`config.mk`:
```
export PLATFORM = sky130hd
export DESIGN_NAME = bus_uart_fifo
export DESIGN_NICKNAME = d
export VERILOG_FILES = /design/src/rtl/bus_uart_fifo.sv
export SDC_FILE = /design/constraint.sdc
export NUM_CORES = 1
export LEC_CHECK = 0
export CAP_MARGIN = 10
export CORE_AREA = 2 2 250 191
export CTS_BUF_LIST = sky130_fd_sc_hd__clkbuf_8
export CTS_CLUSTER_SIZE = 12
export DETAILED_ROUTE_END_ITERATION = 8
export DIE_AREA = 0 0 252 193
export HOLD_SLACK_MARGIN = 0.02
export MAX_ROUTING_LAYER = met4
export PLACE_DENSITY = 0.66
export SYNTH_ARGS = -nofsm -noshare
export SYNTH_HDL_FRONTEND = slang
export SYNTH_SLANG_ARGS = --single-unit
```
`constraint.sdc`:
```
create_clock -name clk_24 -period 7.99 [get_ports clk_24]
set_clock_uncertainty 0.2 [all_clocks]
set_input_delay 2.397 -clock clk_24 [delete_from_list [all_inputs] [get_ports clk_24]]
set_output_delay 2.397 -clock clk_24 [all_outputs]
set_load 0.005 [all_outputs]
```
`src/rtl/bus_uart_fifo.sv`:
```
// Buffered UART slave on the picorv32 native bus: TX/RX FIFOs, DATA/STAT/DIV registers.
// Define UART_IRQ_EN to add the IRQEN register at index 3 and drive irq; otherwise irq is 0.
module bus_uart_fifo #(
    parameter int unsigned DIV_RESET = 208,
    parameter int unsigned FIFO_AW   = 4
) (
    input  logic        clk_24,
    input  logic        resetn,
    input  logic        sel,
    input  logic [3:0]  wstrb,
    input  logic [1:0]  addr,
    input  logic [31:0] wdata,
    output logic [31:0] rdata,
    output logic        ready,
    input  logic        rx,
    output logic        tx,
    output logic        irq
);
    // state   | meaning
    // S_IDLE  | line idle: TX waits for a queued byte, RX waits for a falling edge
    // S_START | start bit
    // S_DATA  | eight data bits, LSB first
    // S_STOP  | stop bit
    typedef enum logic [1:0] {S_IDLE, S_START, S_DATA, S_STOP} uart_st_e;

    localparam int unsigned DEPTH   = 1 << FIFO_AW;
    localparam logic [15:0] DIV_RST = 16'(DIV_RESET);

    logic              ready_q, ready_d;
    logic [31:0]       rdata_q, rdata_d;
    logic [15:0]       div_q, div_d, div_new;
    logic              ovr_q, ovr_d, ferr_q, ferr_d;
    logic              ovr_set, ovr_clr, ferr_set, ferr_clr;
    logic [FIFO_AW:0]  txw_q, txw_d, txr_q, txr_d, rxw_q, rxw_d, rxr_q, rxr_d;
    logic [7:0]        tx_mem [DEPTH];
    logic [7:0]        rx_mem [DEPTH];
    logic              tx_push, tx_pop, rx_push, rx_pop;
    logic              tx_full, tx_nempty, rx_full, rx_nempty, tx_idle;

    uart_st_e          txs_q, txs_d, rxs_q, rxs_d;
    logic [15:0]       tx_cnt_q, tx_cnt_d, tx_div_q, tx_div_d;
    logic [15:0]       rx_cnt_q, rx_cnt_d, rx_div_q, rx_div_d;
    logic [2:0]        tx_bit_q, tx_bit_d, rx_bit_q, rx_bit_d;
    logic [7:0]        tx_sh_q, tx_sh_d, rx_sh_q, rx_sh_d;
    logic              tx_q, tx_d;
    logic              rx_s1_q, rx_s2_q, rx_prev_q;

    logic              unused_bits;
    assign unused_bits = ^{wdata[31:16], wstrb[3:2]};

`ifdef UART_IRQ_EN
    logic [1:0]        irqen_q, irqen_d;
    logic              irq_q, irq_d;
`endif

    assign tx_full   = (txw_q[FIFO_AW] != txr_q[FIFO_AW]) &&
                       (txw_q[FIFO_AW-1:0] == txr_q[FIFO_AW-1:0]);
    assign rx_full   = (rxw_q[FIFO_AW] != rxr_q[FIFO_AW]) &&
                       (rxw_q[FIFO_AW-1:0] == rxr_q[FIFO_AW-1:0]);
    assign tx_nempty = (txw_q != txr_q);
    assign rx_nempty = (rxw_q != rxr_q);
    assign tx_idle   = ~tx_nempty && (txs_q == S_IDLE);

    always_comb begin
        ready_d  = sel & ~ready_q;
        rdata_d  = '0;
        div_d    = div_q;
        div_new  = div_q;
        tx_push  = 1'b0;
        rx_pop   = 1'b0;
        ovr_clr  = 1'b0;
        ferr_clr = 1'b0;
`ifdef UART_IRQ_EN
        irqen_d  = irqen_q;
        irq_d    = |(irqen_q & {tx_idle, rx_nempty});
`endif
        // Side effects fire only on the cycle the acknowledge is raised.
        if (ready_d && wstrb != 4'b0) begin
            case (addr)
                2'd0: tx_push = wstrb[0] & ~tx_full;
                2'd1: begin
                    ovr_clr  = wstrb[0] & wdata[3];
                    ferr_clr = wstrb[0] & wdata[4];
                end
                2'd2: begin
                    if (wstrb[0]) div_new[7:0]  = wdata[7:0];
                    if (wstrb[1]) div_new[15:8] = wdata[15:8];
                    div_d = (div_new < 16'd2) ? 16'd2 : div_new;
                end
                default: begin
`ifdef UART_IRQ_EN
                    if (wstrb[0]) irqen_d = wdata[1:0];
`endif
                end
            endcase
        end else if (ready_d) begin
            case (addr)
                2'd0: if (rx_nempty) begin
                    rdata_d = {24'b0, rx_mem[rxr_q[FIFO_AW-1:0]]};
                    rx_pop  = 1'b1;
                end
                2'd1: rdata_d = {27'b0, ferr_q, ovr_q, tx_idle, tx_full, rx_nempty};
                2'd2: rdata_d = {16'b0, div_q};
                default: begin
`ifdef UART_IRQ_EN
                    rdata_d = {30'b0, irqen_q};
`endif
                end
            endcase
        end

        txs_d    = txs_q;
        tx_cnt_d = tx_cnt_q;
        tx_div_d = tx_div_q;
        tx_bit_d = tx_bit_q;
        tx_sh_d  = tx_sh_q;
        tx_d     = tx_q;
        tx_pop   = 1'b0;
        case (txs_q)
            S_IDLE: begin
                tx_d = 1'b1;
                if (tx_nempty) begin
                    tx_pop   = 1'b1;
                    tx_sh_d  = tx_mem[txr_q[FIFO_AW-1:0]];
                    tx_div_d = div_q;
                    tx_cnt_d = div_q - 16'd1;
                    tx_d     = 1'b0;
                    txs_d    = S_START;
                end
            end
            S_START: begin
                if (tx_cnt_q == 16'd0) begin
                    tx_d     = tx_sh_q[0];
                    tx_bit_d = 3'd0;
                    tx_cnt_d = tx_div_q - 16'd1;
                    txs_d    = S_DATA;
                end else begin
                    tx_cnt_d = tx_cnt_q - 16'd1;
                end
            end
            S_DATA: begin
                if (tx_cnt_q == 16'd0) begin
                    tx_cnt_d = tx_div_q - 16'd1;
                    if (tx_bit_q == 3'd7) begin
                        tx_d  = 1'b1;
                        txs_d = S_STOP;
                    end else begin
                        tx_bit_d = tx_bit_q + 3'd1;
                        tx_sh_d  = tx_sh_q >> 1;
                        tx_d     = tx_sh_q[1];
                    end
                end else begin
                    tx_cnt_d = tx_cnt_q - 16'd1;
                end
            end
            default: begin
                if (tx_cnt_q == 16'd0) begin
                    // Chain straight into the next start bit so queued bytes leave gap-free.
                    if (tx_nempty) begin
                        tx_pop   = 1'b1;
                        tx_sh_d  = tx_mem[txr_q[FIFO_AW-1:0]];
                        tx_div_d = div_q;
                        tx_cnt_d = div_q - 16'd1;
                        tx_d     = 1'b0;
                        txs_d    = S_START;
                    end else begin
                        txs_d = S_IDLE;
                    end
                end else begin
                    tx_cnt_d = tx_cnt_q - 16'd1;
                end
            end
        endcase

        rxs_d    = rxs_q;
        rx_cnt_d = rx_cnt_q;
        rx_div_d = rx_div_q;
        rx_bit_d = rx_bit_q;
        rx_sh_d  = rx_sh_q;
        rx_push  = 1'b0;
        ovr_set  = 1'b0;
        ferr_set = 1'b0;
        case (rxs_q)
            S_IDLE: begin
                if (rx_prev_q && !rx_s2_q) begin
                    rx_div_d = div_q;
                    rx_cnt_d = (div_q >> 1) - 16'd1;
                    rxs_d    = S_START;
                end
            end
            S_START: begin
                if (rx_cnt_q == 16'd0) begin
                    rx_cnt_d = rx_div_q - 16'd1;
                    rx_bit_d = 3'd0;
                    rxs_d    = rx_s2_q ? S_IDLE : S_DATA;
                end else begin
                    rx_cnt_d = rx_cnt_q - 16'd1;
                end
            end
            S_DATA: begin
                if (rx_cnt_q == 16'd0) begin
                    rx_sh_d  = {rx_s2_q, rx_sh_q[7:1]};
                    rx_cnt_d = rx_div_q - 16'd1;
                    rx_bit_d = rx_bit_q + 3'd1;
                    if (rx_bit_q == 3'd7) rxs_d = S_STOP;
                end else begin
                    rx_cnt_d = rx_cnt_q - 16'd1;
                end
            end
            default: begin
                if (rx_cnt_q == 16'd0) begin
                    rxs_d = S_IDLE;
                    if (!rx_s2_q)     ferr_set = 1'b1;
                    else if (rx_full) ovr_set  = 1'b1;
                    else              rx_push  = 1'b1;
                end else begin
                    rx_cnt_d = rx_cnt_q - 16'd1;
                end
            end
        endcase

        txw_d  = txw_q + {{FIFO_AW{1'b0}}, tx_push};
        txr_d  = txr_q + {{FIFO_AW{1'b0}}, tx_pop};
        rxw_d  = rxw_q + {{FIFO_AW{1'b0}}, rx_push};
        rxr_d  = rxr_q + {{FIFO_AW{1'b0}}, rx_pop};
        ovr_d  = (ovr_q & ~ovr_clr) | ovr_set;
        ferr_d = (ferr_q & ~ferr_clr) | ferr_set;
    end

    always_ff @(posedge clk_24) begin
        if (!resetn) begin
            ready_q   <= 1'b0;
            rdata_q   <= '0;
            div_q     <= DIV_RST;
            ovr_q     <= 1'b0;
            ferr_q    <= 1'b0;
            txw_q     <= '0;
            txr_q     <= '0;
            rxw_q     <= '0;
            rxr_q     <= '0;
            txs_q     <= S_IDLE;
            tx_cnt_q  <= '0;
            tx_div_q  <= DIV_RST;
            tx_bit_q  <= '0;
            tx_sh_q   <= '0;
            tx_q      <= 1'b1;
            rxs_q     <= S_IDLE;
            rx_cnt_q  <= '0;
            rx_div_q  <= DIV_RST;
            rx_bit_q  <= '0;
            rx_sh_q   <= '0;
            rx_s1_q   <= 1'b1;
            rx_s2_q   <= 1'b1;
            rx_prev_q <= 1'b1;
        end else begin
            ready_q   <= ready_d;
            rdata_q   <= rdata_d;
            div_q     <= div_d;
            ovr_q     <= ovr_d;
            ferr_q    <= ferr_d;
            txw_q     <= txw_d;
            txr_q     <= txr_d;
            rxw_q     <= rxw_d;
            rxr_q     <= rxr_d;
            txs_q     <= txs_d;
            tx_cnt_q  <= tx_cnt_d;
            tx_div_q  <= tx_div_d;
            tx_bit_q  <= tx_bit_d;
            tx_sh_q   <= tx_sh_d;
            tx_q      <= tx_d;
            rxs_q     <= rxs_d;
            rx_cnt_q  <= rx_cnt_d;
            rx_div_q  <= rx_div_d;
            rx_bit_q  <= rx_bit_d;
            rx_sh_q   <= rx_sh_d;
            rx_s1_q   <= rx;
            rx_s2_q   <= rx_s1_q;
            rx_prev_q <= rx_s2_q;
        end
    end

    always_ff @(posedge clk_24) begin
        if (tx_push) tx_mem[txw_q[FIFO_AW-1:0]] <= wdata[7:0];
        if (rx_push) rx_mem[rxw_q[FIFO_AW-1:0]] <= rx_sh_q;
    end

`ifdef UART_IRQ_EN
    always_ff @(posedge clk_24) begin
        if (!resetn) begin
            irqen_q <= 2'b00;
            irq_q   <= 1'b0;
        end else begin
            irqen_q <= irqen_d;
            irq_q   <= irq_d;
        end
    end
    assign irq = irq_q;
`else
    assign irq = 1'b0;
`endif

    assign rdata = rdata_q;
    assign ready = ready_q;
    assign tx    = tx_q;
endmodule
```
**Run 1: power grid**

Pins as bars on the die edge.
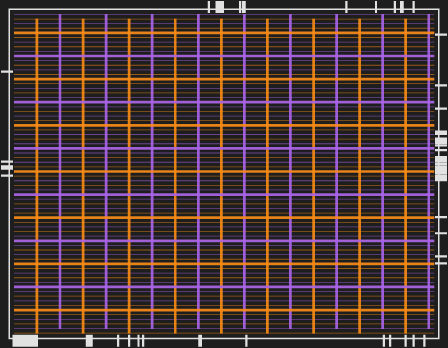
Key: VDD = purple; VSS = orange
77 signal pins sit on the boundary. 13 straps on met5.

**Run 1: clock routing**

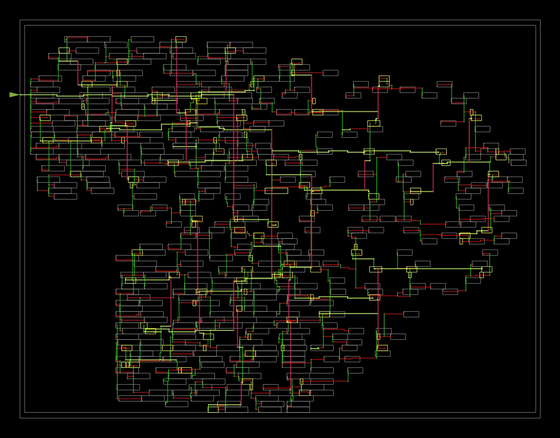
total clock buffers created by CTS: 67
clock tree buffer count of the final layout: 69
number of sequential storage elements: 405
clock distribution power: 0.00168 W

==> design notes, run 1 <==
Per the placement log, port buffering inserted 43 buffers. By instance count after routing, the leading logic cell type is sky130_fd_sc_hd__edfxtp_1. The worst hold path begins at rx_s1_q. Summing all multi-input logic gate instances after layout gives 7064 um^2.

The vertical die dimension reported for this design is 193 um. With the leakage power summed over all cells at 6.747 nW, the H-tree depth is 3. In the post-route analysis, the smallest setup slack over all paths is 2.925 ns.

Clock-pin slew was measured on the worst setup and hold paths at 0.06 ns. The detailed router placed 12158 vias in this run. The run finished with clean final reports.

The mean post-synth cell area was 12.54 um^2; the clock latency reported for the late side of the worst-skew pair was 0.65 ns. The proportion of total power due to net switching is 31.13%, and the die footprint is 48640 um^2. The path class of the tightest hold or removal check is reg -> reg. The tools report the yosys cell count as 1457. The commonest cells after synthesis are sky130_fd_sc_hd__edfxtp_1, sky130_fd_sc_hd__dfxtp_1, sky130_fd_sc_hd__nor2_1, sky130_fd_sc_hd__nand2_1, sky130_fd_sc_hd__mux4_2.

The first routing iteration left 1215 violations. The power group with the largest share was sequential cells. Global routing finished with a remaining overflow of 0.

On the critical path the data arrives at 5.09 ns. For reference, the critical path cell chain is clkdlybuf4s50_1, nor2b_1, buf_4, nand2_1, nor4_1, buf_4, or3b_2, nor3_1. First-pass GRT wire length: 68110 um. The area recorded from the Yosys report for this design is 18270 um^2. The length in cells of the worst reg-to-reg path came out at 5. The run gives 251.9 nW/um^2 for the power density over the cells. The post-detailed-route via-to-cell ratio was 5.637. For the via count of the first global-routing pass, the log shows 11775.

The setup path with the least slack is of type in -> reg. Broken down by cell family, the worst path's largest delay share belongs to simple AND/OR/NAND/NOR gates. The maximum clock insertion buffer count was 3. The synthesized design contains 256 enable-type register cells. The number of maximum-capacitance violations recorded for the run is 0. The cell sitting at the root of the clock tree is a sky130_fd_sc_hd__clkbuf_8.

Per report_power, the Sequential row totals 0.00238 W. The fraction of post-synthesis cell area in the top cell type by area is 42.09%, and the number of pins exceeding their max-slew limit in the final report is 0. The run gives 8 for the number of detailed-route iterations in the first pass. The capture point of the worst register-to-register path is recorded as rx_mem[1][6]. The share of total power dissipated in the clock network is 32.6%. The run gives 0 as the number of hold-slack violations in the final timing report. The startpoint of the lowest-slack register-to-register path was rxs_q[1]. Synthesis produced 1457 cells. The share of flip-flops with an asynchronous set or reset works out to 0%. The run gives 63.39% for the final cycle utilization of the critical path.

Per the post-run analysis, buffers plus inverters along the critical path come to 3. Leaving out fill and tap cells, the most frequent cells in the layout are sky130_fd_sc_hd__edfxtp_1, sky130_fd_sc_hd__dfxtp_1, sky130_fd_sc_hd__nor2_1, sky130_fd_sc_hd__nand2_1, sky130_fd_sc_hd__mux4_2. For the register area, the log shows 10670 um^2. Main flop type after synthesis: sky130_fd_sc_hd__edfxtp_1. The post-route netlist has 13.39% of its cells at a drive strength greater than 1.

With the post-layout minimum cycle time at 5.065 ns, the worst-case headroom to the max-slew limit is 22.96%. Entering global routing, the biggest net connects 51 pins. The finished layout holds 2157 standard cells, fillers aside. The highest ir drop seen on vdd was 0.1187 mV; the count of final setup violators was 0. The total area inside the core boundary comes to 46450 um^2.

The DRC violations left was 0; the power of the combinational group was 0.00108 W. Cell with the biggest individual delay on the critical path: sky130_fd_sc_hd__nor3_1. Hold analysis lists the worst path endpoint as rx_s2_q. After synthesis the netlist holds a flip-flop and latch count of 405. The detailed router used layers up to and including met4. For met3 alone, demand over resource in global routing was 4.135%. The gate-level netlist out of Yosys references 77 unique cell types.

Including well taps, the total number of placed cells is 2041. Before any placement, the netlist area is recorded as 18270 um^2. The horizontal die dimension reported for this design is 252 um.

On the worst path, the slowest cell contributes a delay of 0.89 ns. Core utilization before placement: 39.33%. Post-synthesis cell type with the largest instance count: sky130_fd_sc_hd__edfxtp_1. Global routing's busiest layer: met2.

The number of rows created at floorplan is 69, and the number of sinks handled by clock tree synthesis is 405.
**Run 1: sequential cells colored by netlist name**

Other sequential cells in the stronger gray, the rest of the logic in the fainter gray.
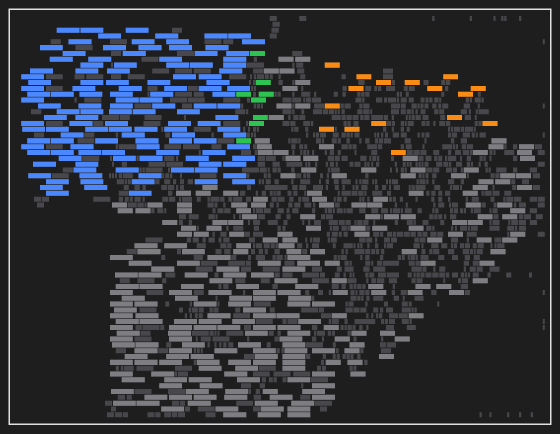
Key: rx_cnt_q = orange [sequential cells 16]; rx_sh_q = green [sequential cells 8, where north]; rx_mem = blue [sequential cells 128, where north-west]
Another 253 sequential cells are not colored.

**Run 1: metal 1**

Supply wires on this layer in gray.
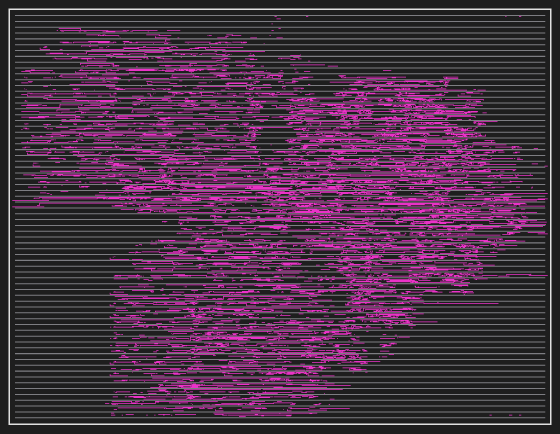
The layer carries 20.6 mm of wire. The longest straight run is 79.1 um. The layer holds 47% of the routed length. 1466 nets have wire on it.

==> run 1: worst max-delay path by stage <==
stage / start / endpoint / slack [ns] / depth (start not counted)
after detailed placement: sel / tx_mem[0][6] / 2.25 / 8
after global routing: sel / tx_mem[0][6] / 2.73 / 8
final: sel / tx_mem[0][6] / 2.92 / 8
after global placement: sel / tx_mem[0][5] / 2.22 / 8
after floorplan: sel / tx_mem[0][0] / 3.05 / 6
after CTS: sel / tx_mem[0][0] / 2.92 / 8
==> run 1: kinds of logic after synthesis <==
kind of cell    synth area share (%)
simple gates                   13.00
flops                          58.41
compound gates                 8.035
buf+inv                        3.267
mux                            11.03
xor+xnor                       4.315
fa+ha+maj                      1.918
other cells                  0.02053
==> run 1: flip-flops by register name, summed over array words and instances (netlist names), 16 cells and up <==
| register | flops |
|---|---|
| tx_div_q | 16 |
| div_q | 16 |
| rdata | 16 |
| tx_mem | 128 |
| rx_div_q | 16 |
| tx_cnt_q | 16 |
| rx_mem | 128 |
| rx_cnt_q | 16 |
==> run 1: per-stage QoR <==
| stage | cell area (um^2) | utilization (%) | hold slack [ns] | power (W) |
|---|---|---|---|---|
| after floorplan | 18330 | - | 0.1863 | 0.003240 |
| after global placement | 19210 | 41.37 | 0.1951 | 0.003460 |
| after detailed placement | 19210 | 41.37 | 0.2030 | 0.003486 |
| after CTS | 20410 | 43.93 | 0.2362 | 0.005167 |
| after global routing | 20420 | 43.97 | 0.2453 | 0.005397 |
| final | 20420 | 43.97 | 0.2348 | 0.005145 |
==> run 1: cell type report <==
cell class / instances / area share, %
Tap cell: 603 / 3.695
Multi-Input combinational cell: 937 / 34.59
Antenna cell: 1 / 0.01225
Inverter: 27 / 0.4963
Sequential cell: 405 / 52.26
Timing Repair Buffer: 71 / 3.100
Clock inverter: 44 / 1.189
Clock buffer: 69 / 4.650
## Run 2: what changed since run 1
--- a/config.mk
+++ b/config.mk
@@ -13,7 +13,7 @@
 export DIE_AREA = 0 0 252 193
 export HOLD_SLACK_MARGIN = 0.02
 export MAX_ROUTING_LAYER = met4
-export PLACE_DENSITY = 0.66
+export PLACE_DENSITY = 0.68
 export SYNTH_ARGS = -nofsm -noshare
 export SYNTH_HDL_FRONTEND = slang
 export SYNTH_SLANG_ARGS = --single-unit
==> constraint.sdc (replaced) <==
create_clock -name clk_24 -period 4.6 [get_ports clk_24]
set_clock_uncertainty 0.2 [all_clocks]
set_input_delay 1.38 -clock clk_24 [delete_from_list [all_inputs] [get_ports clk_24]]
set_output_delay 1.38 -clock clk_24 [all_outputs]
set_load 0.005 [all_outputs]
**Run 2: sequential cells colored by netlist name**

Other sequential cells in the stronger gray, the rest of the logic in the fainter gray.
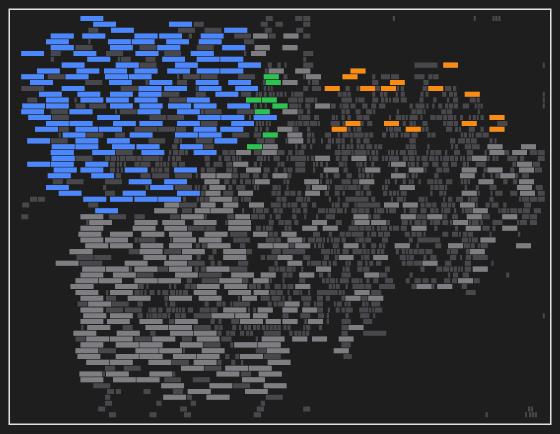
Key: rx_mem = blue [sequential cells 128, where north-west]; rx_sh_q = green [sequential cells 8, where north]; rx_cnt_q = orange [sequential cells 16]
Another 253 sequential cells are not colored.

==> design notes, run 2 <==
The tools report the DRC violations left as 0 (unchanged). The run gives 256 (unchanged) for the number of enable-type register cells in the synthesized netlist. The total via count after detailed routing was 12152 (was 12158). The largest stage delay on the critical path is 0.72 ns (was 0.89 ns), and the final cell count without fillers is 2187 (was 2157). The post-layout minimum cycle time is 3.769 ns, and the share of the synthesized netlist area taken by xor and xnor gates is 4.315% (unchanged).

With the share of flip-flops with an asynchronous set or reset at 0% (unchanged), the number of standard cells after synthesis is 1457 (unchanged). The tools report the die footprint as 48640 um^2 (unchanged). The area fraction in compound gates after synthesis is 8.035% (unchanged). The fraction of post-synthesis cell area in the top cell type by area came out at 42.09% (unchanged). The number of buffer and inverter stages on the critical path works out to 1 (was 3). The cell chosen for the clock root was sky130_fd_sc_hd__clkbuf_8 (unchanged).

The tools report the leakage power summed over all cells as 6.937 nW (was 6.747 nW). The most instantiated logic cell after routing was sky130_fd_sc_hd__edfxtp_1 (unchanged). Startpoint of the lowest-slack register-to-register path: rx_cnt_q[0] (was rxs_q[1]).

The yosys cell count is 1457 (unchanged). With the share of synthesized cell area in full adder, half adder and majority cells at 1.918% (unchanged), the final cycle utilization of the critical path is 81.94%. The placed standard-cell area came out at 19460 um^2 (was 19210 um^2).

The tools report the launching element of the worst setup path as rx_cnt_q[0] (was sel). Largest non-sequential cell family by area: simple AND/OR/NAND/NOR gates (unchanged). Chain of cells forming the critical path: inv_1, ha_1, or3b_2, or4_4, nor4_4, nand3b_1, nor2_1 (was clkdlybuf4s50_1, nor2b_1, buf_4, nand2_1, nor4_1, buf_4, or3b_2, nor3_1). The simple-gate portion of the synthesized area is 13.00% (unchanged), and the largest net degree at the start of global routing is 54 (was 51). The first-pass GRT wire length is 68170 um (was 68110 um). The post-synthesis cell type with the largest instance count is sky130_fd_sc_hd__edfxtp_1 (unchanged). The clock slew at the register clock pins of the worst setup and hold paths came out at 0.06 ns (about the same).

The global routing's busiest layer is met2 (unchanged). The logs give 2073 (was 2041) for the cell total after placement and 39.33% (unchanged) for the core utilization before placement. The cell with the biggest individual delay on the critical path was sky130_fd_sc_hd__nor2_1 (was sky130_fd_sc_hd__nor3_1). For the diode insertion count for antenna repair, the log shows 0 (was 1). The die width is 252 um (unchanged).

The flow ran to the end, and the final reports show no timing, DRC or antenna violations. The logs give 3.088% (was 4.135%) for the met3 track demand over resource and 11790 (was 11775) for the via count of the first global-routing pass. The max-cap check violation count was 0 (unchanged). The path type of the worst setup path is reg -> reg (was in -> reg). Critical path's top delay family: simple AND/OR/NAND/NOR gates (unchanged). The area of the mapped netlist was 18270 um^2 (unchanged); the clock buffer count from CTS was 61 (was 67). The worst hold slack is 0.2112 ns (was 0.2348 ns). Leading cell types by count after synthesis: sky130_fd_sc_hd__edfxtp_1, sky130_fd_sc_hd__dfxtp_1, sky130_fd_sc_hd__nor2_1, sky130_fd_sc_hd__nand2_1, sky130_fd_sc_hd__mux4_2 (unchanged). The run gives 0.2675 mV (was 0.1187 mV) as the highest ir drop seen on vdd.

The type of the worst min-delay path was reg -> reg (unchanged). The sum of overflow across all layers after global routing was 0 (unchanged); the number of distinct library cells after synthesis was 77 (unchanged). The run gives 405 (unchanged) as the number of sinks handled by clock tree synthesis.

The least setup slack across all paths after layout is 0.8306 ns (was 2.925 ns), and the power density over the cells is 449.9 nW/um^2 (was 251.9 nW/um^2). Fraction of final layout cells sized beyond drive strength 1: 15.59% (was 13.39%). The main flop type after synthesis is sky130_fd_sc_hd__edfxtp_1 (unchanged).

The share of the core filled with cells in the final layout was 44.87% (was 43.97%); the post-route total power was 0.009376 W (was 0.005145 W). Most common logic cells in the final layout: sky130_fd_sc_hd__edfxtp_1, sky130_fd_sc_hd__dfxtp_1, sky130_fd_sc_hd__nor2_1, sky130_fd_sc_hd__nand2_1, sky130_fd_sc_hd__mux4_2 (unchanged). The run gives 43 (unchanged) for the count of buffers inserted at the top-level ports. The clock latency reported for the late side of the worst-skew pair was 0.65 ns (about the same); the violation count after the first detailed-routing iteration was 1292 (was 1215). With the chip height at 193 um (unchanged), the post-detailed-route via-to-cell ratio is 5.556 (was 5.637).
**Run 2: power grid**

Pins as bars on the die edge.
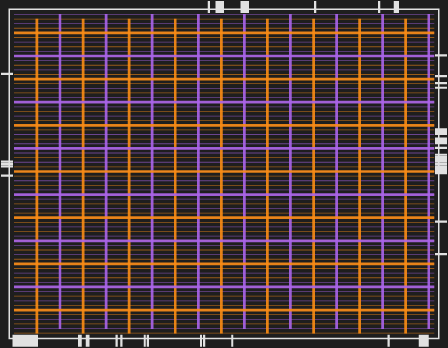
Key: VSS = orange; VDD = purple
The core has 69 rows. 18 straps on met4. 13 straps on met5. 77 signal pins sit on the boundary.

[run 2: cell counts after synthesis]
Identical to the previous run, type by type.
[run 2: logic make-up (layout without fill, tap and decap cells)]
family / after synthesis / after routing
buffers and inverters: 131 / 242
other: 1 / 17
flip-flops: 405 / 405
multiplexers: 111 / 111
AND-OR/OR-AND: 221 / 221
adder cells (fa/ha/maj): 28 / 28
XOR/XNOR: 90 / 90
AND/OR/NAND/NOR: 470 / 470
[run 2: cell type report]
| cell class | count | area, um^2 | area share, % |
|---|---|---|---|
| clock inverter | 50 | 499.2 | 2.395 |
| timing repair buffer | 101 | 873.3 | 4.190 |
| sequential | 405 | 10670 | 51.21 |
| tap | 603 | 754.5 | 3.620 |
| multi-input combinational | 937 | 7059 | 33.87 |
| clock buffer | 64 | 880.8 | 4.226 |
| inverter | 27 | 101.3 | 0.4863 |
[run 2: power by group]
group | leakage (nW) | switching (W) | internal (W)
logic | 2.67 | 0.00118 | 0.000731
registers | 3.54 | 0.000151 | 0.00398
clock network | 0.722 | 0.00147 | 0.00187
[run 2: worst reg2reg max path, delay by kind of cell, from the launching register on]
family / cells / cell delay (ns)
AND/OR/NAND/NOR: 5 / 2.53
adder cells (fa/ha/maj): 1 / 0.23
flip-flops: 1 / 0.33
buffers and inverters: 1 / 0.11
[run 2: final timing paths]
check,cells after the start,to,slack (ns)
max,7,rx_mem[6][1],0.83
min,1,rx_s2_q,0.21
max reg2reg,7,rx_mem[6][1],0.83
min reg2reg,1,rx_s2_q,0.21
[run 2: per-layer routing]
metal	up-vias	part of all wire (%)
met1	6103	48
met4	0	1.4
met2	366	44
li1	5620	-
met3	63	5.8
met5	-	0
## Run 3: what changed since run 2
==> constraint.sdc (replaced) <==
create_clock -name clk_24 -period 3.1 [get_ports clk_24]
set_clock_uncertainty 0.2 [all_clocks]
set_input_delay 0.93 -clock clk_24 [delete_from_list [all_inputs] [get_ports clk_24]]
set_output_delay 0.93 -clock clk_24 [all_outputs]
set_load 0.005 [all_outputs]
**Run 3: metal 1**

Supply wires on this layer in gray.
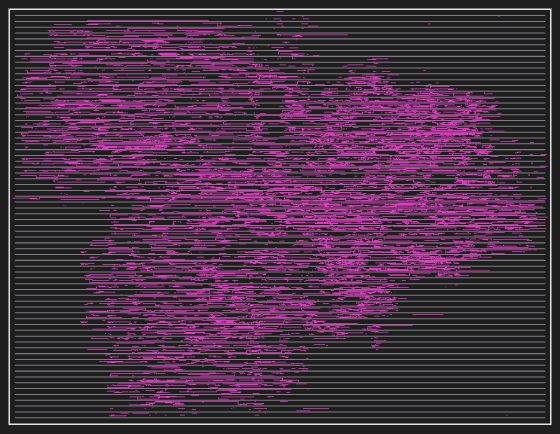
The wires run mostly horizontal. The layer holds 47% of the routed length. The longest straight run is 59.0 um. 1581 nets have wire on it.

==> design notes, run 3 <==
The run finished with clean final reports. The detailed-route wire length per cell is 19.69 um (was 19.98 um). The top routing layer in use was met4 (unchanged).

For the routed wire length on met2, the log shows 19850 um (was 19420 um). The OpenROAD warning count is 53 (was 50), and the largest stage delay on the critical path is 0.57 ns (was 0.72 ns). The tools report the final antenna-violating net count as 0 (unchanged). Number of top-level pins: 77 (unchanged). The area of the mapped netlist came out at 18270 um^2 (unchanged). Max-cap check violation count: 0 (unchanged). The number of sinks handled by clock tree synthesis is 405 (unchanged), and the sum of routed wire length over all layers is 45040 um (was 43690 um). The detailed-placement wirelength estimate was 30870 um (was 28830 um).

The number of enable-type register cells in the synthesized netlist works out to 256 (unchanged). The area fraction in compound gates after synthesis came out at 8.035% (unchanged). The power density over the cells came out at 640.7 nW/um^2 (was 449.9 nW/um^2). Endpoint class of the critical path: a flop (unchanged).

The logs give 0.009672 W (was 0.006579 W) for the cell-internal power and 0.4147 mV (was 0.2675 mV) for the highest ir drop seen on vdd. The final cycle utilization of the critical path works out to 99.74% (was 81.94%). The logs give 39.33% (unchanged) for the core utilization before placement and 21730 um^2 (was 20840 um^2) for the final cell area excluding filler cells. The net switching power figure is 0.004248 W (was 0.002797 W), and the maximum operating frequency is 323.4 MHz (was 265.3 MHz). The type of the worst min-delay path was reg -> reg (unchanged). The violation count after the first detailed-routing iteration is 1378 (was 1292). Post-synthesis cell type with the largest instance count: sky130_fd_sc_hd__edfxtp_1 (unchanged).

The run gives 0 (unchanged) as the count of final setup violators. Share of synthesized cell area in full adder, half adder and majority cells: 1.918% (unchanged). Main area contributors: sky130_fd_sc_hd__edfxtp_1, sky130_fd_sc_hd__dfxtp_1, sky130_fd_sc_hd__mux4_2, sky130_fd_sc_hd__xnor2_1, sky130_fd_sc_hd__nor2_1 (unchanged).

With the number of detailed-route iterations in the first pass at 8 (was 5), the fraction of final layout cells sized beyond drive strength 1 is 21.45% (was 15.59%). The most numerous cell on the critical path is sky130_fd_sc_hd__or3b_4. The share of the synthesized netlist area taken by xor and xnor gates came out at 4.315% (unchanged). Most common logic cells in the final layout: sky130_fd_sc_hd__edfxtp_1, sky130_fd_sc_hd__dfxtp_1, sky130_fd_sc_hd__buf_4, sky130_fd_sc_hd__nor2_1, sky130_fd_sc_hd__nand2_1 (was sky130_fd_sc_hd__edfxtp_1, sky130_fd_sc_hd__dfxtp_1, sky130_fd_sc_hd__nor2_1, sky130_fd_sc_hd__nand2_1, sky130_fd_sc_hd__mux4_2). The run gives 1457 (unchanged) as the number of standard cells after synthesis. The tools report the fraction of power consumed by combinational cells as 23.2% (was 20.3%). The placer congestion estimate is 0.9322 (was 0.8782). Simple-gate portion of the synthesized area: 13.00% (unchanged). The clock slew at the register clock pins of the worst setup and hold paths was 0.06 ns (about the same); the share of flip-flops with an asynchronous set or reset was 0% (unchanged). The run gives 193 um (unchanged) for the chip height. For the worst-case headroom to the max-slew limit, the log shows 49.72% (was 7.728%).

The logs give 20320 um^2 (was 19460 um^2) for the placed standard-cell area and 0 (unchanged) for the number of antenna violations at the first check in global routing. The required time reported for the critical path endpoint is 3.24 ns (was 4.67 ns). The count of buffers inserted at the top-level ports was 43 (unchanged). Core area: 46450 um^2 (unchanged).

The multiplexer share of the synthesized area was 11.03% (unchanged). Cell with the biggest individual delay on the critical path: sky130_fd_sc_hd__or4_4 (was sky130_fd_sc_hd__nor2_1). The most instantiated logic cell after routing was sky130_fd_sc_hd__edfxtp_1 (unchanged). The number of rows created at floorplan was 69 (unchanged).

The total via count after detailed routing was 12548 (was 12152). The count of state elements after synthesis is 405 (unchanged). The run gives 7.497 nW (was 6.937 nW) as the leakage power summed over all cells. The largest net degree at the start of global routing was 39 (was 54).

For the number of pins exceeding their max-slew limit in the final report, the log shows 0 (unchanged). Reported sequential group power: 0.00609 W (was 0.00413 W). The run gives -0.3747 ns (was 0.5442 ns) for the worst-case setup slack after placement. With the maximum fanout count along the critical path at 8 (was 11), the mean post-synth cell area is 12.54 um^2 (unchanged). The number of synthesis warnings came out at 0 (unchanged). The cell type with the highest aggregate area in the netlist was sky130_fd_sc_hd__edfxtp_1 (unchanged).

The slew at the pin with the worst max-slew slack works out to 0.7518 ns (was 1.371 ns). The die width was 252 um (unchanged); the clock buffer count from CTS was 67 (was 61). Fraction of post-synthesis cell area in the top cell type by area: 42.09% (unchanged). The main flop type after synthesis was sky130_fd_sc_hd__edfxtp_1 (unchanged). The number of buffer and inverter stages on the critical path works out to 2 (was 1). The path type of the worst setup path was reg -> reg (unchanged). The overall routing resource usage is 19.26% (was 18.59%).

The post-layout minimum cycle time is 3.092 ns (was 3.769 ns), and the DRC violations left is 0 (unchanged). The number of distinct library cells after synthesis is 77 (unchanged), and the met3 track demand over resource is 4.014% (was 3.088%). Die footprint: 48640 um^2 (unchanged).

Cell chosen for the clock root: sky130_fd_sc_hd__clkbuf_8 (unchanged). The number of nets in the layout came out at 1705 (was 1603). For the number of hold-slack violations in the final timing report, the log shows 0 (unchanged). TritonCTS built the clock tree.

The via count of the first global-routing pass was 12338 (was 11790). The met3 wire length is 3081 um (was 2534 um). Chain of cells forming the critical path: inv_2, ha_4, or3b_4, or4_4, nor4_4, or3b_4, nor3_4, buf_12 (was inv_1, ha_1, or3b_2, or4_4, nor4_4, nand3b_1, nor2_1). Leading cell types by count after synthesis: sky130_fd_sc_hd__edfxtp_1, sky130_fd_sc_hd__dfxtp_1, sky130_fd_sc_hd__nor2_1, sky130_fd_sc_hd__nand2_1, sky130_fd_sc_hd__mux4_2 (unchanged). The nature of the critical path startpoint is a flop (unchanged).

The run gives 3.23 ns (was 3.84 ns) as the data arrival time of the critical path. Post-detailed-route via-to-cell ratio: 5.487 (was 5.556). With the part of the power in registers at 43.7% (was 44.1%), the proportion of total power due to net switching is 30.52% (was 29.83%). Synthesized chip area reported by yosys: 18270 um^2 (unchanged). The least setup slack across all paths after layout came out at 0.008071 ns (was 0.8306 ns).

Power group with the largest share: sequential cells (unchanged). The area added between synthesis and finish works out to 18.95% (was 14.10%). The power of the combinational group is 0.00323 W (was 0.00191 W). For the wire length the detailed router placed on met1, the log shows 21030 um (was 21110 um). The H-tree depth is 3 (was 2), and the yosys cell count is 1457 (unchanged). The largest non-sequential cell family by area is simple AND/OR/NAND/NOR gates (unchanged).

The global routing's busiest layer was met2 (unchanged). With the register area share after synthesis at 58.41% (unchanged), the first-pass GRT wire length is 69970 um (was 68170 um). The logs give 26.77% (was 27.20%) for the met1 routing resource usage after global routing and 0.00460 W (was 0.00334 W) for the power attributed to the clock group. Setup repair after global routing could not meet its margin everywhere. The tools report the portion of total power attributed to the clock network as 33.0% (was 35.6%).

The run gives 3 (unchanged) as the maximum clock insertion buffer count. The clock latency reported for the late side of the worst-skew pair was 0.64 ns (was 0.65 ns). Critical path's top delay family: simple AND/OR/NAND/NOR gates (unchanged). With the met2 usage at 28.29% (was 27.33%), the sum of overflow across all layers after global routing is 0 (unchanged).
**Run 3: sequential cells colored by netlist name**

Other sequential cells in the stronger gray, the rest of the logic in the fainter gray.
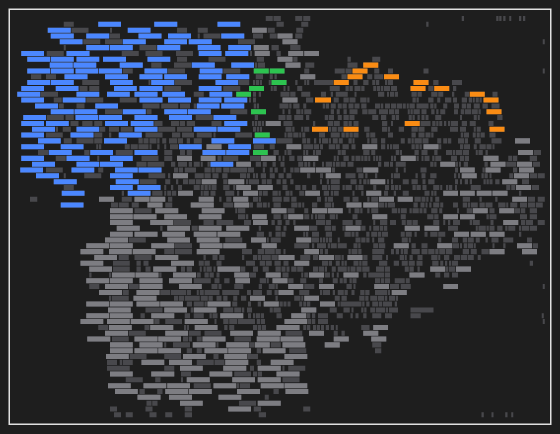
Key: rx_mem = blue [sequential cells 128, where north-west]; rx_sh_q = green [sequential cells 8, where north]; rx_cnt_q = orange [sequential cells 16]
Another 253 sequential cells are not colored.

## run 3: cell types whose count changed in the layout (fill, tap and decap cells not counted), moves of 8 or more
cell / previous run / this run
sky130_fd_sc_hd__buf_4: 57 / 135
sky130_fd_sc_hd__inv_1: 30 / 48
sky130_fd_sc_hd__buf_6: 0 / 12
sky130_fd_sc_hd__clkinv_1: 19 / 7
sky130_fd_sc_hd__clkbuf_8: 64 / 74
sky130_fd_sc_hd__clkinv_2: 13 / 3
sky130_fd_sc_hd__nor2_1: 128 / 119
sky130_fd_sc_hd__bufinv_16: 10 / 2
## run 3: through the flow
step | cells | utilization [%] | hold WS [ns] | TNS (ns) | total power, W
global placement | 2166 | 43.75 | 0.1983 | -30.94 | 0.009285
floorplan | 1473 | - | 0.1863 | -1.337 | 0.008389
CTS | 2284 | 46.57 | 0.2089 | -0.06450 | 0.01399
finish | 2287 | 46.78 | 0.2094 | 0 | 0.01392
detailed placement | 2166 | 43.75 | 0.1944 | -25.95 | 0.009345
global route | 2286 | 46.77 | 0.2252 | -10.10 | 0.01460
## run 3: cell type report
type,instances,area (um^2)
inverter,27,101.3
clock inverter,43,281.5
antenna,1,2.502
multi-input combinational,937,7179
timing repair buffer,197,1714
sequential,405,10680
tap,603,754.5
clock buffer,74,1018
fill,4097,24720
## run 3: path summary, 6_finish.rpt
check              startpoint           end  slack (ns)  depth (start not counted)
setup / recovery  rx_cnt_q[1]  rx_mem[0][3]       0.008                          8
hold / removal        rx_s1_q       rx_s2_q        0.21                          1
setup reg to reg  rx_cnt_q[1]  rx_mem[0][3]       0.008                          8
hold reg to reg       rx_s1_q       rx_s2_q        0.21                          1
## run 3: timing repair
item / CTS / global route
buffers inserted: 1 / 2
resized: 1 / 21
hold buffers: 0 / 0
endpoints found under the setup margin: 46 / 129
pin swaps: 2 / 1
Power figures rest on the tool's default switching activity, not on a simulated workload.
